**config.mk**
```make
export PLATFORM = sky130hd
export DESIGN_NAME = multicycle_proc_controller_flat
export DESIGN_NICKNAME = d
export VERILOG_FILES = /design/src/rtl/multicycle_proc_controller_if.sv /design/src/rtl/multicycle_proc_controller.sv /design/src/flat_wrapper.sv
export SDC_FILE = /design/constraint.sdc
export NUM_CORES = 1
export LEC_CHECK = 0
export CAP_MARGIN = 15
export CORE_ASPECT_RATIO = 1.25
export CORE_MARGIN = 10
export CORE_UTILIZATION = 39
export DETAILED_ROUTE_END_ITERATION = 6
export GPL_ROUTABILITY_DRIVEN = 0
export GPL_TIMING_DRIVEN = 0
export PLACE_DENSITY = 0.71
export SLEW_MARGIN = 40
export SYNTH_ARGS = -nofsm -noshare
export SYNTH_HDL_FRONTEND = slang
export SYNTH_SLANG_ARGS = --single-unit
```
**constraint.sdc**
```tcl
create_clock -name clk -period 2.27 [get_ports clk]
set_clock_uncertainty 0.2 [all_clocks]
set_input_delay 0.3405 -clock clk [delete_from_list [all_inputs] [get_ports clk]]
set_output_delay 0.3405 -clock clk [all_outputs]
set_load 0.01 [all_outputs]
```
**src/rtl/multicycle_proc_controller_if.sv**
```systemverilog
// Control bundle between the multicycle controller, the datapath and the memory ports.
// Latency: none, this file only carries wires.
// Backpressure: imemReq/imemAck and dmemReq/dmemAck are level-held request/ack pairs.
interface multicycle_proc_controller_if #(
  parameter int OP_BIT_WIDTH = 4,
  parameter int CNT_BITS     = 32
);
  logic                    lock;
  logic [OP_BIT_WIDTH-1:0] op1;
  logic [OP_BIT_WIDTH-1:0] op2;
  logic                    outCond;
  logic                    imemAck;
  logic                    dmemAck;

  logic                    imemReq;
  logic                    dmemReq;
  logic                    wrtEnMem;
  logic                    wrtEnReg;
  logic                    pcWrtEn;
  logic                    useImmPc;
  logic                    isJal;
  logic                    isMvhi;
  logic                    useZeroExe;
  logic                    useImmExe;
  logic                    isBranchOrCond;
  logic [OP_BIT_WIDTH-1:0] opAlu;
  logic [OP_BIT_WIDTH-1:0] opCond;
  logic [1:0]              wbSel;
  logic [CNT_BITS-1:0]     retired;
  logic                    fault;
  logic                    busy;

  // Datapath / memory side: drives opcodes, run enable and acks.
  modport master (
    output lock, op1, op2, outCond, imemAck, dmemAck,
    input  imemReq, dmemReq, wrtEnMem, wrtEnReg, pcWrtEn, useImmPc,
           isJal, isMvhi, useZeroExe, useImmExe, isBranchOrCond,
           opAlu, opCond, wbSel, retired, fault, busy
  );

  // Controller side.
  modport slave (
    input  lock, op1, op2, outCond, imemAck, dmemAck,
    output imemReq, dmemReq, wrtEnMem, wrtEnReg, pcWrtEn, useImmPc,
           isJal, isMvhi, useZeroExe, useImmExe, isBranchOrCond,
           opAlu, opCond, wbSel, retired, fault, busy
  );
endinterface

```
**src/rtl/multicycle_proc_controller.sv**
```systemverilog
// Multi-cycle processor controller: FETCH/DECODE/EXEC/MEM/WB sequencing plus opcode decode.
// Latency: 4 cycles per ALU/JAL/branch, 5 per LW/SW, +1 per memory wait cycle.
// Backpressure: holds imemReq/dmemReq until ack; MEM_TIMEOUT unacked waits -> sticky fault, HALT.
module multicycle_proc_controller #(
  parameter int                      OP_BIT_WIDTH = 4,
  parameter int                      DBITS        = 32,
  parameter logic [OP_BIT_WIDTH-1:0] OP2_SUB      = 4'b0110,
  parameter int                      MEM_TIMEOUT  = 255,
  parameter int                      TO_BITS      = 8,
  parameter int                      CNT_BITS     = 32
) (
  input logic                      clk,
  input logic                      resetN,
  multicycle_proc_controller_if.slave bus
);

  typedef enum logic [2:0] {IDLE, FETCH, DECODE, EXEC, MEM, WB, HALT} state_t;

  localparam logic [TO_BITS-1:0] TO_LIMIT = TO_BITS'(MEM_TIMEOUT);

  // Reject parameter sets the timeout counter cannot represent.
  if (MEM_TIMEOUT < 1 || MEM_TIMEOUT > (2**TO_BITS) - 1 || DBITS < 1) begin : g_param_check
    $error("multicycle_proc_controller: MEM_TIMEOUT/TO_BITS/DBITS out of range");
  end

  state_t              state;
  state_t              state_nxt;
  logic [TO_BITS-1:0]  to_cnt;
  logic [CNT_BITS-1:0] retired;
  logic                fault;
  logic                waiting;
  logic                timeout;

  logic is_jal, is_sw, is_br, is_lw, reg_wr, br_cond, is_mvhi;
  logic imem_req, dmem_req, wrt_mem, wrt_reg, pc_wrt, imm_pc;

  // Opcode decode is purely combinational; the op fields are stable from DECODE onward.
  assign is_jal  = bus.op1[1] & bus.op1[0];
  assign is_sw   = bus.op1[2] & bus.op1[0];
  assign is_br   = bus.op1[2] & ~bus.op1[0];
  assign is_lw   = bus.op1[0] & ~bus.op1[1] & ~bus.op1[2];
  assign reg_wr  = ~bus.op1[2];
  assign br_cond = bus.op1[1] & ~bus.op1[0];
  assign is_mvhi = bus.op1[3] & ~bus.op1[1] & bus.op2[1] & bus.op2[0];

  assign bus.isJal          = is_jal;
  assign bus.isMvhi         = is_mvhi;
  assign bus.isBranchOrCond = br_cond;
  assign bus.useZeroExe     = (is_br & bus.op2[2]) | is_mvhi;
  assign bus.useImmExe      = bus.op1[3] | is_sw;
  assign bus.opAlu          = br_cond ? OP2_SUB : bus.op2;
  assign bus.opCond         = bus.op2;
  assign bus.wbSel          = is_jal ? 2'd2 : (is_lw ? 2'd1 : 2'd0);

  // Next-state and per-state strobes; each strobe belongs to exactly one state.
  always_comb begin
    state_nxt = state;
    waiting   = 1'b0;
    timeout   = 1'b0;
    imem_req  = 1'b0;
    dmem_req  = 1'b0;
    wrt_mem   = 1'b0;
    wrt_reg   = 1'b0;
    pc_wrt    = 1'b0;
    imm_pc    = 1'b0;
    case (state)
      IDLE: begin
        if (bus.lock) state_nxt = FETCH;
      end
      FETCH: begin
        imem_req = 1'b1;
        if (bus.imemAck) begin
          state_nxt = DECODE;
        end else if (to_cnt == TO_LIMIT) begin
          timeout   = 1'b1;
          state_nxt = HALT;
        end else begin
          waiting = 1'b1;
        end
      end
      DECODE: state_nxt = EXEC;
      EXEC: begin
        state_nxt = (is_lw | is_sw) ? MEM : WB;
      end
      MEM: begin
        dmem_req = 1'b1;
        wrt_mem  = is_sw;
        if (bus.dmemAck) begin
          state_nxt = WB;
        end else if (to_cnt == TO_LIMIT) begin
          timeout   = 1'b1;
          state_nxt = HALT;
        end else begin
          waiting = 1'b1;
        end
      end
      WB: begin
        wrt_reg   = reg_wr;
        pc_wrt    = 1'b1;
        imm_pc    = is_br & bus.outCond;
        state_nxt = bus.lock ? FETCH : IDLE;
      end
      HALT: state_nxt = HALT;
      default: state_nxt = IDLE;
    endcase
  end

  // State, wait counter (zero outside an unacked wait), sticky fault and retire count.
  always_ff @(posedge clk) begin
    if (!resetN) begin
      state   <= IDLE;
      to_cnt  <= '0;
      retired <= '0;
      fault   <= 1'b0;
    end else begin
      state  <= state_nxt;
      to_cnt <= waiting ? to_cnt + TO_BITS'(1) : '0;
      if (timeout) fault <= 1'b1;
      if (state == WB) retired <= retired + CNT_BITS'(1);
    end
  end

  assign bus.imemReq  = imem_req;
  assign bus.dmemReq  = dmem_req;
  assign bus.wrtEnMem = wrt_mem;
  assign bus.wrtEnReg = wrt_reg;
  assign bus.pcWrtEn  = pc_wrt;
  assign bus.useImmPc = imm_pc;
  assign bus.retired  = retired;
  assign bus.fault    = fault;
  assign bus.busy     = (state != IDLE) && (state != HALT);

endmodule

```
**src/flat_wrapper.sv**
```systemverilog
// flat-port wrapper written by rule: the top's interface ports become plain ports
module multicycle_proc_controller_flat 
#(
  parameter int                      OP_BIT_WIDTH = 4,
  parameter int                      DBITS        = 32,
  parameter logic [OP_BIT_WIDTH-1:0] OP2_SUB      = 4'b0110,
  parameter int                      MEM_TIMEOUT  = 255,
  parameter int                      TO_BITS      = 8,
  parameter int                      CNT_BITS     = 32
)
  (clk, resetN, bus_lock, bus_op1, bus_op2, bus_outCond, bus_imemAck, bus_dmemAck, bus_imemReq, bus_dmemReq, bus_wrtEnMem, bus_wrtEnReg, bus_pcWrtEn, bus_useImmPc, bus_isJal, bus_isMvhi, bus_useZeroExe, bus_useImmExe, bus_isBranchOrCond, bus_opAlu, bus_opCond, bus_wbSel, bus_retired, bus_fault, bus_busy);
  multicycle_proc_controller_if #(.OP_BIT_WIDTH(OP_BIT_WIDTH), .CNT_BITS(CNT_BITS)) bus_i ();
  input logic clk;
  input logic resetN;
  input wire logic [$bits(bus_i.lock)-1:0] bus_lock;
  input wire logic [$bits(bus_i.op1)-1:0] bus_op1;
  input wire logic [$bits(bus_i.op2)-1:0] bus_op2;
  input wire logic [$bits(bus_i.outCond)-1:0] bus_outCond;
  input wire logic [$bits(bus_i.imemAck)-1:0] bus_imemAck;
  input wire logic [$bits(bus_i.dmemAck)-1:0] bus_dmemAck;
  output wire logic [$bits(bus_i.imemReq)-1:0] bus_imemReq;
  output wire logic [$bits(bus_i.dmemReq)-1:0] bus_dmemReq;
  output wire logic [$bits(bus_i.wrtEnMem)-1:0] bus_wrtEnMem;
  output wire logic [$bits(bus_i.wrtEnReg)-1:0] bus_wrtEnReg;
  output wire logic [$bits(bus_i.pcWrtEn)-1:0] bus_pcWrtEn;
  output wire logic [$bits(bus_i.useImmPc)-1:0] bus_useImmPc;
  output wire logic [$bits(bus_i.isJal)-1:0] bus_isJal;
  output wire logic [$bits(bus_i.isMvhi)-1:0] bus_isMvhi;
  output wire logic [$bits(bus_i.useZeroExe)-1:0] bus_useZeroExe;
  output wire logic [$bits(bus_i.useImmExe)-1:0] bus_useImmExe;
  output wire logic [$bits(bus_i.isBranchOrCond)-1:0] bus_isBranchOrCond;
  output wire logic [$bits(bus_i.opAlu)-1:0] bus_opAlu;
  output wire logic [$bits(bus_i.opCond)-1:0] bus_opCond;
  output wire logic [$bits(bus_i.wbSel)-1:0] bus_wbSel;
  output wire logic [$bits(bus_i.retired)-1:0] bus_retired;
  output wire logic [$bits(bus_i.fault)-1:0] bus_fault;
  output wire logic [$bits(bus_i.busy)-1:0] bus_busy;
  assign bus_i.lock = bus_lock;
  assign bus_i.op1 = bus_op1;
  assign bus_i.op2 = bus_op2;
  assign bus_i.outCond = bus_outCond;
  assign bus_i.imemAck = bus_imemAck;
  assign bus_i.dmemAck = bus_dmemAck;
  assign bus_imemReq = bus_i.imemReq;
  assign bus_dmemReq = bus_i.dmemReq;
  assign bus_wrtEnMem = bus_i.wrtEnMem;
  assign bus_wrtEnReg = bus_i.wrtEnReg;
  assign bus_pcWrtEn = bus_i.pcWrtEn;
  assign bus_useImmPc = bus_i.useImmPc;
  assign bus_isJal = bus_i.isJal;
  assign bus_isMvhi = bus_i.isMvhi;
  assign bus_useZeroExe = bus_i.useZeroExe;
  assign bus_useImmExe = bus_i.useImmExe;
  assign bus_isBranchOrCond = bus_i.isBranchOrCond;
  assign bus_opAlu = bus_i.opAlu;
  assign bus_opCond = bus_i.opCond;
  assign bus_wbSel = bus_i.wbSel;
  assign bus_retired = bus_i.retired;
  assign bus_fault = bus_i.fault;
  assign bus_busy = bus_i.busy;
  multicycle_proc_controller #(.OP_BIT_WIDTH(OP_BIT_WIDTH), .DBITS(DBITS), .OP2_SUB(OP2_SUB), .MEM_TIMEOUT(MEM_TIMEOUT), .TO_BITS(TO_BITS), .CNT_BITS(CNT_BITS)) u_core (.clk(clk), .resetN(resetN), .bus(bus_i));
endmodule
```
==> run notes, run 1 <==
Implementation numbers.

- The flow ran to the end, and the final reports show no timing, DRC or antenna violations.
- The fraction of area in clock buffers and inverters reads 3.75%.
- The layout clock buffer count reads 6.
- The initial standard-cell utilization of the core is 41.0%.
- The largest stage delay on the critical path reads 0.55 ns.
- Detailed placement ended at an HPWL of 4710 um.
- Post-CTS timing repair inserted 0 buffers for setup.
- The cell area after synthesis reads 2260 um2.
- The tally of max-capacitance violations is 0.
- The main power-consuming group reads sequential cells.
- The commonest cells after synthesis are dfxtp_1 (44), a21oi_1 (27), nor2_1 (24).
- After layout, the inverter instance count without clock inverters stands at 8.
- The buffer depth of the longest clock path is 2.
- Dividing the synthesized area by the synthesized cell count gives 8.29 um2.
- The least setup slack across all paths after layout is 0.0615 ns.
- The H-tree was split into 2 levels.
- The wire length the detailed router placed on met1 reads 2450 um.
- The buffer and inverter count on the worst path reads 3.
- The total clock network power is 635 uW.
- The final instance area reads 3230 um2.
- For this design, the sink count on the clock tree is 44.
- The number of well-tap cells placed reads 64.
- The post-synthesis share of cell area spent on and-or and or-and gates reads 16.2%.
- The floorplan step defined a die boundary enclosing 9270 um2.
- The simple-gate share of the synthesized area reads 32.2%.
- The final layout contains routed wiring with a total length of 6260 um.
- The leakage power of the design reads 0.00115 uW.
- The internal power of the cells totals 1210 uW.
- The end-of-flow timing check tallies setup violations at 0.
- The worst hold slack reads 0.266 ns.
- The startpoint of the worst hold path is u_core.to_cnt[0].
- After the first detailed-routing iteration, the DRC count stood at 71.
- The total DRC errors in the routed layout is 0.
- The combinational cell power reads 137 uW.
- dfxtp_1 is the most common cell in the netlist.
- The most used flip-flop cell after synthesis is dfxtp_1.
- The post-synthesis sequential area ratio is 38.9%.
- In this run, the clock network consumes 41.0% of the power.
- The share of the clock period used by the worst path reads 97.3%.
- The switching power is 342 uW.
- The launching instance or port of the critical path reads bus_op1[0].
- The routed wirelength normalized by instance count is 15.1 um.
- The synthesized design contains 44 register bits.
- Entering global routing, the biggest net connects 15 pins.
- Per the layout report, the design carries 88 non-clock buffers.
- The total overflow reported by the global router reads 0.
- The aggregate global-route resource usage reads 12.7%.
- The slew at the pin closest to its max-slew limit is 0.478 ns.
- Across all layers, the routed design uses 2333 vias.
- The endpoint of the most critical setup path reads bus_opAlu[2].
- The worst-case max-slew headroom was logged as 68.1%.
- Non-clock buffers make up 25.2% of the layout cell area.
- The number of flip-flops in the largest register reads 32.
- The largest registers in the layout are u_core.bus.retired: 32 flops, u_core.to_cnt: 8 flops, u_core.state: 3 flops.
- The number of combinational gates with multiple inputs reads 204.
- The critical path is of the primary input to output pin type.
- During synthesis, Yosys emitted a total of 0 warnings.
- Max fanout on the critical path was recorded as 5.
- The reg-to-reg setup timing slack is 0.07 ns.
- The critical path required time reads 1.73 ns.
- The yosys synthesis chip area reads 2260 um2.
- The hold-fix buffer count after cts reads 0.
- The row count reads 30.
- The fraction of layout instances using a drive strength above 1 is 13.1%.
- The area of the placeable core reads 5520 um2.
- The detailed router reports a met3 wire length of 697 um.
- STA lists the endpoint of the worst register-to-register path as u_core.bus.retired[30].
- The number of endpoints with negative hold slack in the final report reads 0.
- The kind of end point of the critical path is an output pin.
- The ratio of routed vias to standard cells is 5.61.
- The combined area of the multi-input logic cells reads 1290 um2.
- The kind of start point of the critical path reads a primary input.
- Per the final report, max-transition violations number 0.
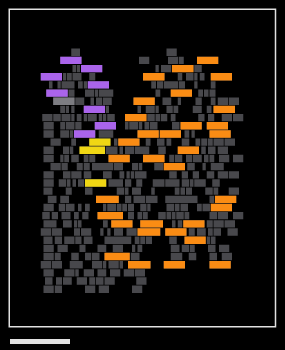
Run 1: sequential cells grouped by signal name
The bar under the picture is 20 um long. Other sequential cells in the stronger gray, the rest of the logic in the fainter gray.
legend:
  `u_core.state`:
    color: yellow
    sequential_cells: 3
  `u_core.to_cnt`:
    color: purple
    sequential_cells: 8
  `u_core.bus.retired`:
    color: orange
    sequential_cells: 32
not colored: 1
register cell area after layout: 897 um2
sequential cell power: 778 uW
share of the final layout cell area in sequential cells: 27.7%
final standard cell utilization of the core: 58.6%

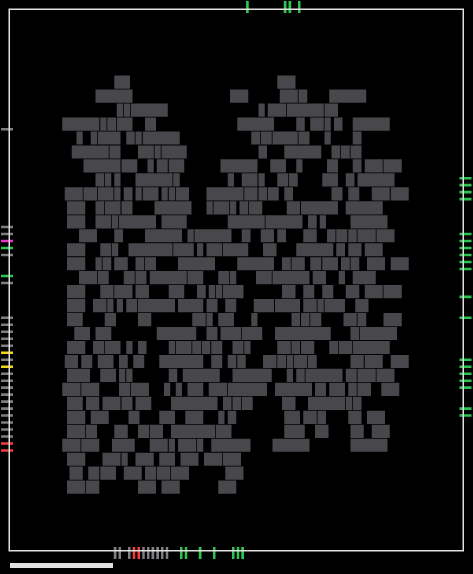
Run 1: I/O pins on the die edge
The bar under the picture is 20 um long. Pins as bars across the die edge, other pins in gray.
legend:
  `bus_retired`:
    color: green
    pins: 32
    direction: output
    edge: 19 east, 7 south, 4 north, 2 west
  `bus_op2`:
    color: red
    pins: 4
    direction: input
    edge: 2 west, 2 south
  `bus_wbSel`:
    color: yellow
    pins: 2
    direction: output
    edge: west
  `bus_imemAck`:
    color: magenta
    pins: 1
    direction: input
    edge: west
die height: 105 um
width of the die: 88.1 um
tally of buffers added on design ports: 68

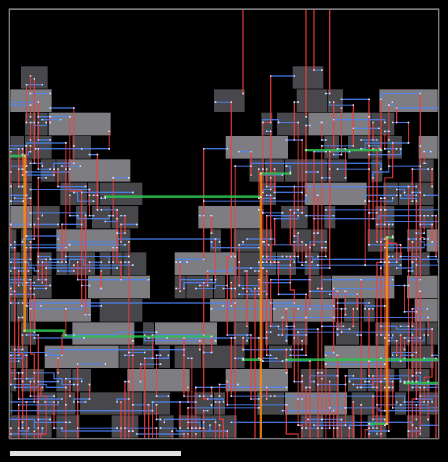
Run 1: zoomed window
The bar under the picture is 20 um long. Region (19, 49) to (69, 99) um. Cells in gray, sequential cells in the stronger gray; small squares are vias.
legend:
  metal 4:
    color: orange
  metal 2:
    color: red
  metal 1:
    color: blue
  metal 3:
    color: green
netlist names of flops here include: `u_core.bus.retired` (14), `u_core.to_cnt` (6), `u_core.state` (2)
sequential cells in the window: 22
most frequent: dfxtp_1 (21), nor2_1 (14), a21oi_1 (13)
cells with their middle in the window: 145

Run 1, the metal 1 layer:
The bar under the picture is 20 um long.
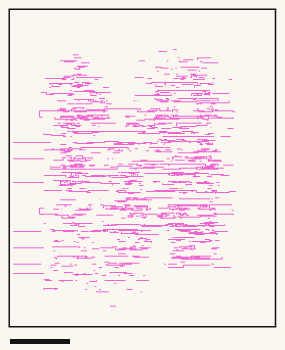

==> run 2, diff against run 1 <==
CORE_ASPECT_RATIO = 1.1   (was 1.25)
CTS_CLUSTER_SIZE = 20   (was not set)
TNS_END_PERCENT = 20   (was not set)
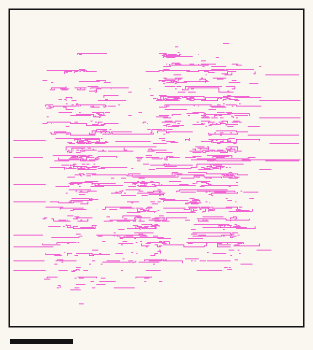
Run 2: the metal 1 layer
The bar under the picture is 20 um long.
nets with wire on the layer: 320
main direction: horizontal
vias after detailed routing: 2291
drt total wl: 6310 um

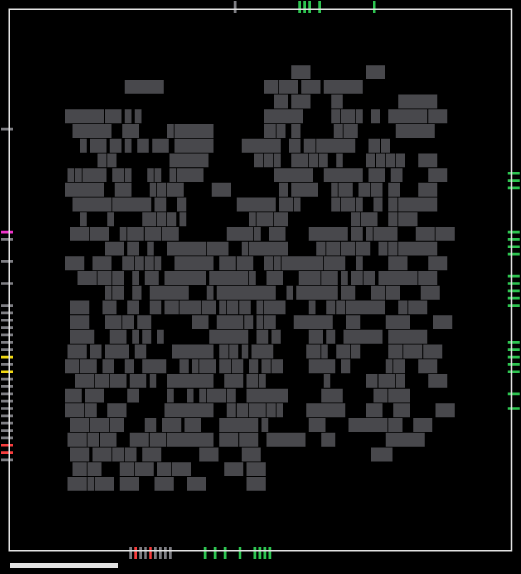
Run 2: I/O pins on the die edge
The bar under the picture is 20 um long. Pins as bars across the die edge, other pins in gray.
legend:
  `bus_retired`:
    color: green
    pins: 32
    direction: output
    edge: 19 east, 8 south, 5 north
  `bus_wbSel`:
    color: yellow
    pins: 2
    direction: output
    edge: west
  `bus_op2`:
    color: red
    pins: 4
    direction: input
    edge: 2 west, 2 south
  `bus_imemAck`:
    color: magenta
    pins: 1
    direction: input
    edge: west
width of the die: 92.6 um
die height: 99.9 um

==> run notes, run 2 <==
Implementation numbers.

- The endpoint of the most critical register-to-register path is u_core.bus.retired[12] (was u_core.bus.retired[30]).
- The layout clock buffer count came to 6 (unchanged).
- The worst hold slack is 0.263 ns (was 0.266 ns).
- The sequential cell power is 778 uW (about the same).
- The total DRC errors in the routed layout reads 0 (unchanged).
- The buffer depth of the longest clock path is 2 (unchanged).
- The count of inverters not on the clock network in the layout is 8 (unchanged).
- The clock network fraction of design power reads 39.5% (was 41.0%).
- The aggregate global-route resource usage reads 13.4% (was 12.7%).
- The worst-path maximum fanout reads 10 (was 5).
- The endpoint of the most critical setup path is u_core.bus.retired[12] (was bus_opAlu[2]).
- The row count is 29 (was 30).
- The count of plain and timing-repair buffers reads 85 (was 88).
- The total number of H-tree levels is 2 (unchanged).
- The critical path class was flip-flop to flip-flop (was primary input to output pin).
- The max-slew violation count was 0 (unchanged).
- The maximum number of pins on one net before global-route repair is 14 (was 15).
- The total overflow reported by the global router reads 0 (unchanged).
- The number of nets with antenna violations after detailed routing is 0 (unchanged).
- The post-synthesis sequential area ratio was 38.9% (unchanged).
- The tally of buffers added on design ports is 68 (unchanged).
- The area of the placeable core was 5700 um2 (was 5520 um2).
- The DRC marker count from the first detailed-route iteration came to 102 (was 71).
- The total clock network power came to 601 uW (was 635 uW).
- The number of setup violations in the final report is 0 (unchanged).
- The kind of start point of the critical path reads a flip-flop (was primary input).
- The number of flip-flops in the largest register is 32 (unchanged).
- The number of well-tap cells placed reads 77 (was 64).
- The post-synthesis share of cell area spent on and-or and or-and gates was 16.2% (unchanged).
- The number of synthesis warnings is 0 (unchanged).
- The least setup slack across all paths after layout reads 0.0309 ns (was 0.0615 ns).
- The largest stage delay on the critical path is 0.59 ns (was 0.55 ns).
- The kind of end point of the critical path was a flip-flop (was output pin).
- Commonest cells in the synthesized netlist: dfxtp_1 (44), a21oi_1 (27), nor2_1 (24) (unchanged).
- The switching power is 343 uW (was 342 uW).
- The peak supply drop is 0.000271 V (was 0.000344 V).
- The design internal power reads 1180 uW (was 1210 uW).
- The number of endpoints with negative hold slack in the final report is 0 (unchanged).
- The routed wirelength normalized by instance count reads 14.8 um (was 15.1 um).
- The number of combinational gates with multiple inputs is 204 (unchanged).
- The combined area of the multi-input logic cells is 1310 um2 (was 1290 um2).
- Outcome: finished, final reports clean (unchanged).
- Registers with the most flip-flops: u_core.bus.retired: 32 flops, u_core.to_cnt: 8 flops, u_core.state: 3 flops (unchanged).
- The area of the chip reads 9250 um2 (was 9270 um2).
- The most used standard cell by instance count after synthesis reads dfxtp_1 (unchanged).
- The tally of max-capacitance violations reads 0 (unchanged).
- The share of the clock period used by the worst path is 98.6% (was 97.3%).
- The adder-cell area share of the yosys netlist reads 1.11% (unchanged).
- The most frequent cell on the critical path reads buf_6 (was clkdlybuf4s50_1).
- The initial standard-cell utilization of the core is 39.7% (was 41.0%).
- The leakage power of the design reads 0.00112 uW (was 0.00115 uW).
- The post-CTS setup buffer count is 0 (unchanged).
- The hold-fix buffer count after cts is 0 (unchanged).
- The critical path required time came to 2.30 ns (was 1.73 ns).
- The number of register bits inferred by synthesis reads 44 (unchanged).
- The combinational cell power reads 144 uW (was 137 uW).
- The slew at the pin closest to its max-slew limit came to 0.590 ns (was 0.478 ns).
- The cell group occupying the most layout area is logic gates (unchanged).
- The fraction of layout instances using a drive strength above 1 reads 13.2% (was 13.1%).
- The total half-perimeter wirelength after legalization and detailed placement reads 4650 um (was 4710 um).
- The non-clock buffer contribution to total cell area is 24.7% (was 25.2%).
- The flip-flop cell with the highest count after synthesis was dfxtp_1 (unchanged).
- The startpoint of the worst hold path reads u_core.to_cnt[0] (unchanged).
- The reg-to-reg setup timing slack reads 0.03 ns (was 0.07 ns).
- The yosys synthesis chip area is 2260 um2 (unchanged).
- The ratio of routed vias to standard cells is 5.38 (was 5.61).
- The clock sink count is 44 (unchanged).
- The final instance area came to 3240 um2 (was 3230 um2).
- The simple-gate share of the synthesized area reads 32.2% (unchanged).
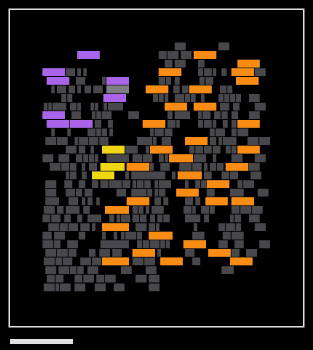
Run 2: sequential cells grouped by signal name
The bar under the picture is 20 um long. Other sequential cells in the stronger gray, the rest of the logic in the fainter gray.
legend:
  `u_core.state`:
    color: yellow
    sequential_cells: 3
  `u_core.bus.retired`:
    color: orange
    sequential_cells: 32
  `u_core.to_cnt`:
    color: purple
    sequential_cells: 8
    where: north-west
final standard cell utilization of the core: 56.8%
share of the final layout cell area in sequential cells: 27.6%
register cell area after layout: 895 um2

==> run 3, diff against run 2 <==
SLEW_MARGIN = 5   (was 40)
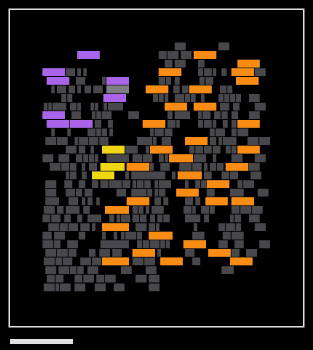
Run 3: sequential cells grouped by signal name
The bar under the picture is 20 um long. Other sequential cells in the stronger gray, the rest of the logic in the fainter gray.
legend:
  `u_core.bus.retired`:
    color: orange
    sequential_cells: 32
  `u_core.state`:
    color: yellow
    sequential_cells: 3
  `u_core.to_cnt`:
    color: purple
    sequential_cells: 8
    where: north-west

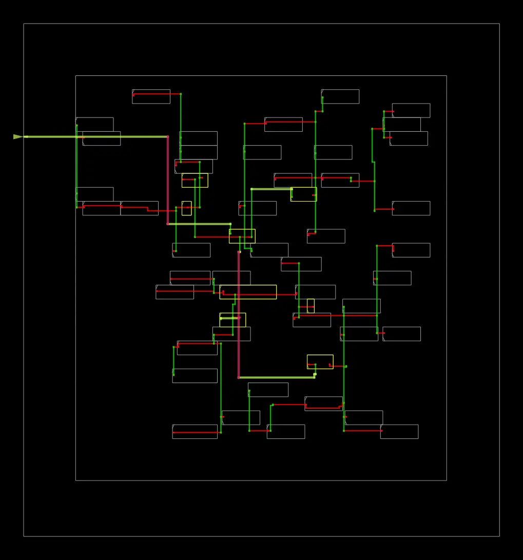
Run 3: clock wiring as the flow saved it
insertion delay of the later-clocked pin in the worst-skew pair: 0.30 ns
Seq cells: 44
clock net sink count: 44
clk_buf instances: 6

==> run notes, run 3 <==
Implementation numbers.

- Outcome: finished, final reports clean (unchanged).
- The area taken by flip-flops and latches reads 895 um2 (unchanged).
- The tally of buffers added on design ports reads 68 (unchanged).
- The endpoint of the most critical setup path is u_core.bus.retired[12] (unchanged).
- The simple-gate share of the synthesized area reads 32.2% (unchanged).
- The sequential cell power reads 778 uW (about the same).
- The total overflow reported by the global router reads 0 (unchanged).
- The wire length after detailed routing is 6310 um (unchanged).
- The reg-to-reg setup timing slack is 0.03 ns (about the same).
- The count of plain and timing-repair buffers is 85 (unchanged).
- The largest stage delay on the critical path is 0.59 ns (about the same).
- The post-CTS setup buffer count reads 0 (unchanged).
- The switching power reads 343 uW (unchanged).
- The initial standard-cell utilization of the core came to 39.7% (unchanged).
- Registers with the most flip-flops: u_core.bus.retired: 32 flops, u_core.to_cnt: 8 flops, u_core.state: 3 flops (unchanged).
- The kind of start point of the critical path is a flip-flop (unchanged).
- The number of synthesis warnings is 0 (unchanged).
- The kind of end point of the critical path reads a flip-flop (unchanged).
- The vertical extent of the die is 99.9 um (unchanged).
- The final instance area is 3240 um2 (unchanged).
- The row count was 29 (unchanged).
- The launching instance or port of the critical path reads u_core.state[1] (unchanged).
- The aggregate global-route resource usage reads 13.4% (unchanged).
- The main power-consuming group reads sequential cells (unchanged).
- The endpoint of the most critical register-to-register path reads u_core.bus.retired[12] (unchanged).
- The most used standard cell by instance count after synthesis was dfxtp_1 (unchanged).
- The area of the placeable core came to 5700 um2 (unchanged).
- Commonest cells in the synthesized netlist: dfxtp_1 (44), a21oi_1 (27), nor2_1 (24) (unchanged).
- The die outline width is 92.6 um (unchanged).
- The combinational cell power is 144 uW (about the same).
- The adder-cell area share of the yosys netlist reads 1.11% (unchanged).
- The critical path required time reads 2.30 ns (about the same).
- The slew at the pin closest to its max-slew limit is 0.590 ns (unchanged).
- The number of register bits inferred by synthesis reads 44 (unchanged).
- The total via count in the routed design is 2291 (unchanged).
- The combined area of the multi-input logic cells was 1310 um2 (unchanged).
- The total DRC errors in the routed layout came to 0 (unchanged).
- The hold-fix buffer count after cts was 0 (unchanged).
- The critical path class is flip-flop to flip-flop (unchanged).
- The maximum number of pins on one net before global-route repair is 14 (unchanged).
- The utilization after layout was 56.8% (unchanged).
- The post-synthesis sequential area ratio is 38.9% (unchanged).
- The worst hold slack reads 0.263 ns (unchanged).
- The clock network fraction of design power reads 39.5% (about the same).
- The cell group occupying the most layout area was logic gates (unchanged).
- The design internal power reads 1180 uW (unchanged).
- The max-slew violation count is 0 (unchanged).
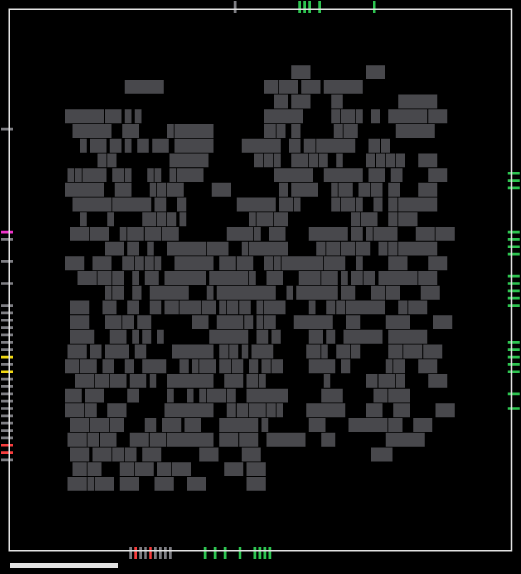
Run 3: I/O pins on the die edge
The bar under the picture is 20 um long. Pins as bars across the die edge, other pins in gray.
legend:
  `bus_op2`:
    color: red
    pins: 4
    direction: input
    edge: 2 west, 2 south
  `bus_wbSel`:
    color: yellow
    pins: 2
    direction: output
    edge: west
  `bus_imemAck`:
    color: magenta
    pins: 1
    direction: input
    edge: west
  `bus_retired`:
    color: green
    pins: 32
    direction: output
    edge: 19 east, 8 south, 5 north
all pins by edge: 27 west, 19 east, 17 south, 6 north

Power is estimated from default activity; no workload was simulated.
